**config.mk**
```make
export PLATFORM = sky130hd
export DESIGN_NAME = clk_rst_sequencer
export DESIGN_NICKNAME = d
export VERILOG_FILES = /design/src/rtl/clk_seq_pkg.sv /design/src/rtl/sync_2ff.sv /design/src/rtl/clk_rst_sequencer.sv
export SDC_FILE = /design/constraint.sdc
export NUM_CORES = 1
export LEC_CHECK = 0
export CAP_MARGIN = 5
export CORE_ASPECT_RATIO = 1.75
export CORE_MARGIN = 1
export CORE_UTILIZATION = 45
export DETAILED_ROUTE_END_ITERATION = 10
export GPL_ROUTABILITY_DRIVEN = 0
export GPL_TIMING_DRIVEN = 0
export MAX_ROUTING_LAYER = met4
export SLEW_MARGIN = 15
export SYNTH_ARGS = -nofsm -noshare
export SYNTH_HDL_FRONTEND = slang
export SYNTH_SLANG_ARGS = --single-unit
```
**constraint.sdc**
```tcl
create_clock -name clk -period 3.4 [get_ports clk]
set_clock_uncertainty 0.15 [all_clocks]
set_input_delay 0.85 -clock clk [delete_from_list [all_inputs] [get_ports clk]]
set_output_delay 0.85 -clock clk [all_outputs]
set_load 0.01 [all_outputs]
```
**src/rtl/clk_seq_pkg.sv**
```systemverilog
// Shared definitions for the clock/reset sequencer: state encoding and
// counter sizing helper.
package clk_seq_pkg;

  localparam int STATE_W = 3;

  typedef enum logic [STATE_W-1:0] {
    ST_MMCM_RST  = 3'd0,
    ST_WAIT_LOCK = 3'd1,
    ST_STABLE    = 3'd2,
    ST_PHY_RST   = 3'd3,
    ST_PHY_WAIT  = 3'd4,
    ST_RUN       = 3'd5,
    ST_FAIL      = 3'd6
  } seq_state_e;

  // ceil(log2(max_val)) + 1, so a counter of this width can hold max_val itself
  function automatic int cnt_width(input int unsigned max_val);
    int w;
    w = 0;
    for (int i = 0; i < 32; i++) begin
      if ((64'd1 << i) < 64'(max_val)) begin
        w = i + 1;
      end else begin
        w = w;
      end
    end
    return w + 1;
  endfunction

endpackage

```
**src/rtl/sync_2ff.sv**
```systemverilog
// Generic single-bit two-flop synchroniser for asynchronous level inputs.
module sync_2ff (
  input  logic clk,
  input  logic rst,
  input  logic d,
  output logic q
);

  (* ASYNC_REG = "TRUE" *) logic meta_r;
  (* ASYNC_REG = "TRUE" *) logic sync_r;

  // Two back-to-back flops give the first stage a full cycle to resolve.
  always_ff @(posedge clk) begin
    if (rst) begin
      meta_r <= 1'b0;
      sync_r <= 1'b0;
    end else begin
      meta_r <= d;
      sync_r <= meta_r;
    end
  end

  assign q = sync_r;

endmodule

```
**src/rtl/clk_rst_sequencer.sv**
```systemverilog
// Power-up / recovery sequencer for the Ethernet reference-clock MMCM:
// MMCM reset pulse, lock qualification, BUFGCE enable, PHY reset, system reset.
module clk_rst_sequencer
  import clk_seq_pkg::*;
#(
  parameter int RST_CYCLES      = 16,
  parameter int LOCK_TIMEOUT    = 100000,
  parameter int STABLE_CYCLES   = 1024,
  parameter int PHY_RST_CYCLES  = 1000000,
  parameter int PHY_WAIT_CYCLES = 5000,
  parameter int MAX_RETRIES     = 3
) (
  input  logic               clk,
  input  logic               rst,
  input  logic               locked_async,
  input  logic               restart,
  output logic               mmcm_rst,
  output logic               clk_ce,
  output logic               phy_rst_n,
  output logic               sys_rst,
  output logic               ready,
  output logic               fail,
  output logic [STATE_W-1:0] state,
  output logic [7:0]         relock_count
);

  localparam int MAX_AB  = (RST_CYCLES > LOCK_TIMEOUT) ? RST_CYCLES : LOCK_TIMEOUT;
  localparam int MAX_CD  = (STABLE_CYCLES > PHY_RST_CYCLES) ? STABLE_CYCLES : PHY_RST_CYCLES;
  localparam int MAX_ABC = (MAX_AB > MAX_CD) ? MAX_AB : MAX_CD;
  localparam int MAX_T   = (MAX_ABC > PHY_WAIT_CYCLES) ? MAX_ABC : PHY_WAIT_CYCLES;
  localparam int CNT_W   = cnt_width(MAX_T);
  localparam int RETRY_W = cnt_width(MAX_RETRIES);

  localparam logic [CNT_W-1:0]   RST_LAST      = CNT_W'(RST_CYCLES - 1);
  localparam logic [CNT_W-1:0]   LOCK_LAST     = CNT_W'(LOCK_TIMEOUT - 1);
  localparam logic [CNT_W-1:0]   STABLE_LAST   = CNT_W'(STABLE_CYCLES - 1);
  localparam logic [CNT_W-1:0]   PHY_RST_LAST  = CNT_W'(PHY_RST_CYCLES - 1);
  localparam logic [CNT_W-1:0]   PHY_WAIT_LAST = CNT_W'(PHY_WAIT_CYCLES - 1);
  localparam logic [RETRY_W-1:0] RETRY_MAX     = RETRY_W'(MAX_RETRIES);

  seq_state_e         state_r, state_next_s;
  logic [CNT_W-1:0]   cnt_r, cnt_next_s;
  logic [RETRY_W-1:0] retry_r, retry_next_s, retry_inc_s;
  logic [7:0]         relock_r, relock_next_s;
  logic               locked_s, lock_loss_s;
  logic               mmcm_rst_r, clk_ce_r, phy_rst_n_r, sys_rst_r, ready_r, fail_r;
  logic               mmcm_rst_next_s, clk_ce_next_s, phy_rst_n_next_s;
  logic               sys_rst_next_s, ready_next_s, fail_next_s;

  sync_2ff u_lock_sync (
    .clk (clk),
    .rst (rst),
    .d   (locked_async),
    .q   (locked_s)
  );

  // Only losses after the generated clock has been handed to consumers count.
  assign lock_loss_s = !locked_s && (state_r inside {ST_PHY_RST, ST_PHY_WAIT, ST_RUN});
  assign retry_inc_s = retry_r + RETRY_W'(1);

  // Next-state, retry and relock bookkeeping; restart outranks lock loss.
  always_comb begin
    state_next_s  = state_r;
    retry_next_s  = retry_r;
    relock_next_s = relock_r;
    if (restart) begin
      state_next_s = ST_MMCM_RST;
      retry_next_s = '0;
    end else if (lock_loss_s) begin
      state_next_s = ST_MMCM_RST;
      if (relock_r != 8'd255) relock_next_s = relock_r + 8'd1;
      else                    relock_next_s = relock_r;
    end else begin
      case (state_r)
        ST_MMCM_RST: begin
          if (cnt_r == RST_LAST) state_next_s = ST_WAIT_LOCK;
          else                   state_next_s = ST_MMCM_RST;
        end
        ST_WAIT_LOCK: begin
          if (locked_s) begin
            state_next_s = ST_STABLE;
          end else if (cnt_r == LOCK_LAST) begin
            retry_next_s = retry_inc_s;
            if (retry_inc_s == RETRY_MAX) state_next_s = ST_FAIL;
            else                          state_next_s = ST_MMCM_RST;
          end else begin
            state_next_s = ST_WAIT_LOCK;
          end
        end
        ST_STABLE: begin
          if (!locked_s)                 state_next_s = ST_WAIT_LOCK;
          else if (cnt_r == STABLE_LAST) state_next_s = ST_PHY_RST;
          else                           state_next_s = ST_STABLE;
        end
        ST_PHY_RST: begin
          if (cnt_r == PHY_RST_LAST) state_next_s = ST_PHY_WAIT;
          else                       state_next_s = ST_PHY_RST;
        end
        ST_PHY_WAIT: begin
          if (cnt_r == PHY_WAIT_LAST) begin
            state_next_s = ST_RUN;
            retry_next_s = '0;
          end else begin
            state_next_s = ST_PHY_WAIT;
          end
        end
        ST_RUN:  state_next_s = ST_RUN;
        ST_FAIL: state_next_s = ST_FAIL;
        default: state_next_s = ST_MMCM_RST;
      endcase
    end
  end

  // Shared cycle counter: zero on every state entry, parked in RUN and FAIL.
  always_comb begin
    cnt_next_s = cnt_r;
    if (restart || (state_next_s != state_r)) cnt_next_s = '0;
    else if (state_r == ST_RUN || state_r == ST_FAIL) cnt_next_s = cnt_r;
    else cnt_next_s = cnt_r + CNT_W'(1);
  end

  // Output decode from the next state so outputs move on the same edge as state.
  always_comb begin
    mmcm_rst_next_s  = 1'b1;
    clk_ce_next_s    = 1'b0;
    phy_rst_n_next_s = 1'b0;
    sys_rst_next_s   = 1'b1;
    ready_next_s     = 1'b0;
    fail_next_s      = 1'b0;
    case (state_next_s)
      ST_MMCM_RST:  mmcm_rst_next_s = 1'b1;
      ST_WAIT_LOCK: mmcm_rst_next_s = 1'b0;
      ST_STABLE:    mmcm_rst_next_s = 1'b0;
      ST_PHY_RST: begin
        mmcm_rst_next_s = 1'b0;
        clk_ce_next_s   = 1'b1;
      end
      ST_PHY_WAIT: begin
        mmcm_rst_next_s  = 1'b0;
        clk_ce_next_s    = 1'b1;
        phy_rst_n_next_s = 1'b1;
      end
      ST_RUN: begin
        mmcm_rst_next_s  = 1'b0;
        clk_ce_next_s    = 1'b1;
        phy_rst_n_next_s = 1'b1;
        sys_rst_next_s   = 1'b0;
        ready_next_s     = 1'b1;
      end
      ST_FAIL: fail_next_s = 1'b1;
      default: mmcm_rst_next_s = 1'b1;
    endcase
  end

  // State, counters and registered outputs.
  always_ff @(posedge clk) begin
    if (rst) begin
      state_r     <= ST_MMCM_RST;
      cnt_r       <= '0;
      retry_r     <= '0;
      relock_r    <= 8'd0;
      mmcm_rst_r  <= 1'b1;
      clk_ce_r    <= 1'b0;
      phy_rst_n_r <= 1'b0;
      sys_rst_r   <= 1'b1;
      ready_r     <= 1'b0;
      fail_r      <= 1'b0;
    end else begin
      state_r     <= state_next_s;
      cnt_r       <= cnt_next_s;
      retry_r     <= retry_next_s;
      relock_r    <= relock_next_s;
      mmcm_rst_r  <= mmcm_rst_next_s;
      clk_ce_r    <= clk_ce_next_s;
      phy_rst_n_r <= phy_rst_n_next_s;
      sys_rst_r   <= sys_rst_next_s;
      ready_r     <= ready_next_s;
      fail_r      <= fail_next_s;
    end
  end

  assign mmcm_rst     = mmcm_rst_r;
  assign clk_ce       = clk_ce_r;
  assign phy_rst_n    = phy_rst_n_r;
  assign sys_rst      = sys_rst_r;
  assign ready        = ready_r;
  assign fail         = fail_r;
  assign state        = state_r;
  assign relock_count = relock_r;

endmodule
```
ff_map.png
Bar = 20 um. Other sequential cells in the stronger grey, the rest of the logic in the fainter grey.
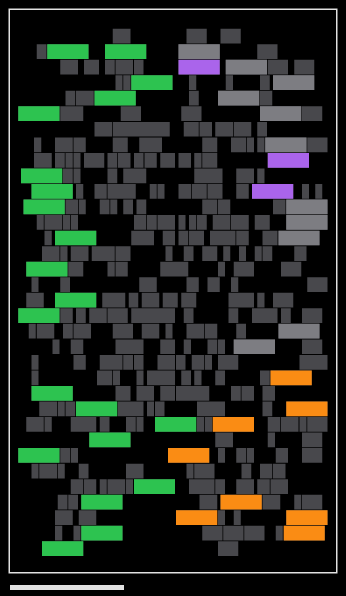
[`cnt_r`] green | flops: 21
[`relock_count`] orange | flops: 8 | where: south-east
[`state`] purple | flops: 3
sequential cell area share: 31.5%
final core utilization: 54.4%
register area: 861 um2
seq pwr: 507 uW

==> qor.yml <==
run_status:
  status: "complete, but fails checks"
  violations: "design-rule violations"
synth:
  most_common_cell: "dfxtp_1"
  yosys_area_um2: 2390
  mux_share_pct: 2.09
  ys_ff: 43
  simple_gate_share_pct: 36.4
  yosys.area.top_type: "dfxtp_1"
  ys.flop_type: "dfxtp_1"
  netlist_top_cells_area: "dfxtp_1 36%, xor2_1 5.9%, nor2_1 5.7%"
  synth_area_um2: 2390
  top_area_share_pct: 36.0
  ys_sh_xor_pct: 10.6
  yosys-top-cells-count: "43 x dfxtp_1, 36 x nor2_1, 22 x nor3_1"
  synth.avg_cell_area_um2: 8.63
  topCombFamilyByArea: "simple AND/OR/NAND/NOR gates"
  synth.yosys.seq_area_share_pct: 36.0
  yosysUniqueCellTypes: 54
  yosys_warnings: 0
routing:
  wirelength_um: 5550
  num_vias: 2066
  viasPerCell: 5.77
  drc_errors: 7
  dr.pass1.iters: 7
  wl_per_cell_um: 15.5
  drtAntennaViolNets: 0
worst_setup_path:
  crit_chain: "nor4_2 > or4b_1 > nor3_1 > o31ai_1 > nand4bb_2 > buf_4 > nor3_1"
  slowest_delay_ps: 590
  critical_path.startpoint_type: "flop"
  critPathKind: "reg2reg"
  crit_path_end_kind: "flop"
  rrSetupSlack_ps: 610
clock_network:
  tritoncts: "built"
  cts_hold_buf: 0
  cts_root_buf: "clkbuf_8"
  post_cts.repair.setup_buffers: 0
  clockBufferDepth: 2
  htree_levels: 2
  numCtsBuffers: 5
  clk_pin_slew_ps: 80
final_timing:
  hold_viol_final: 0
  slew_headroom_pct: 48.6
  hold-worst-slack_ps: 309
  fin_crit_sh_pct: 82.1
  max_freq_mhz: 358
  finalCriticalPeriod_ps: 2790
  tightest_slew_ps: 769
  setup_slack_ps: 609
  finalMaxSlewViolations: 0
grt:
  grt_max_degree: 14
  grt.overflow.total: 0
  top_usage_layer: "met2"
  antenna_found_initial: 0
  grt_pass1_vias: 1967
  grt_use_met2_pct: 39.5
power_and_ir_drop:
  comb_cell_power_uw: 27.0
  switchingPower_uw: 192
  pwr-share-clk_pct: 37.3
  power_uw: 852
  p_per_area_nw_per_um2: 312
  power_leader: "registers"
  combPwrFrac_pct: 3.2
layout:
  design_area_um2: 2730
  syn_to_final_growth_pct: 14.3
  mostFrequentLayoutCells: "43 x dfxtp_1, 36 x nor2_1, 22 x nor3_1, 21 x nand2_1, 19 x clkdlybuf4s50_1"
  layout-drive-gt1-share_pct: 9.54
  n_antenna_cell: 0
die:
  die_w_um: 57.1
  dieArea_um2: 5620
  ios: 21
  dieHeight_um: 98.4
  rows: 34
worst_hold_path:
  hold_path_depth: 1
placed_design:
  placed_area_um2: 2650
  dp.final_hpwl_um: 4210
flow_run:
  warnings: 27
clock_nets.png
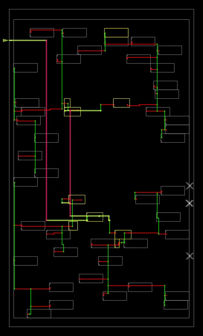
Clk. pwr: 318 uW
clk sink count: 43
worst-skew pair later-pin latency: 290 ps

## flip-flops by register name, summed over array words and instances, names as in the netlist, 3 cells and up
register and cells:
cnt_r 21, relock_count 8, retry_r 3, state 3
## final timing paths
check | start | endpoint
max | cnt_r[14] | cnt_r[10]
min | u_lock_sync.meta_r | u_lock_sync.q
max reg2reg | cnt_r[14] | cnt_r[10]
min reg2reg | u_lock_sync.meta_r | u_lock_sync.q
## final cells by class
type / instances / area (um2)
tap: 54 / 67.6
buffer: 12 / 81.3
clock buffer: 6 / 72.6
fill: 499 / 2290
timing repair buffer: 19 / 190
sequential: 43 / 861
multi-input combinational: 218 / 1430
clock inverter: 2 / 12.5
inverter: 4 / 15.0
## layer usage
metal  up-vias  routed length, um
met5         -                  0
met4         0                196
met3        13                119
met2        41               2920
met1       972               2310
li1       1040                  -
Power is estimated from default activity; no workload was simulated.
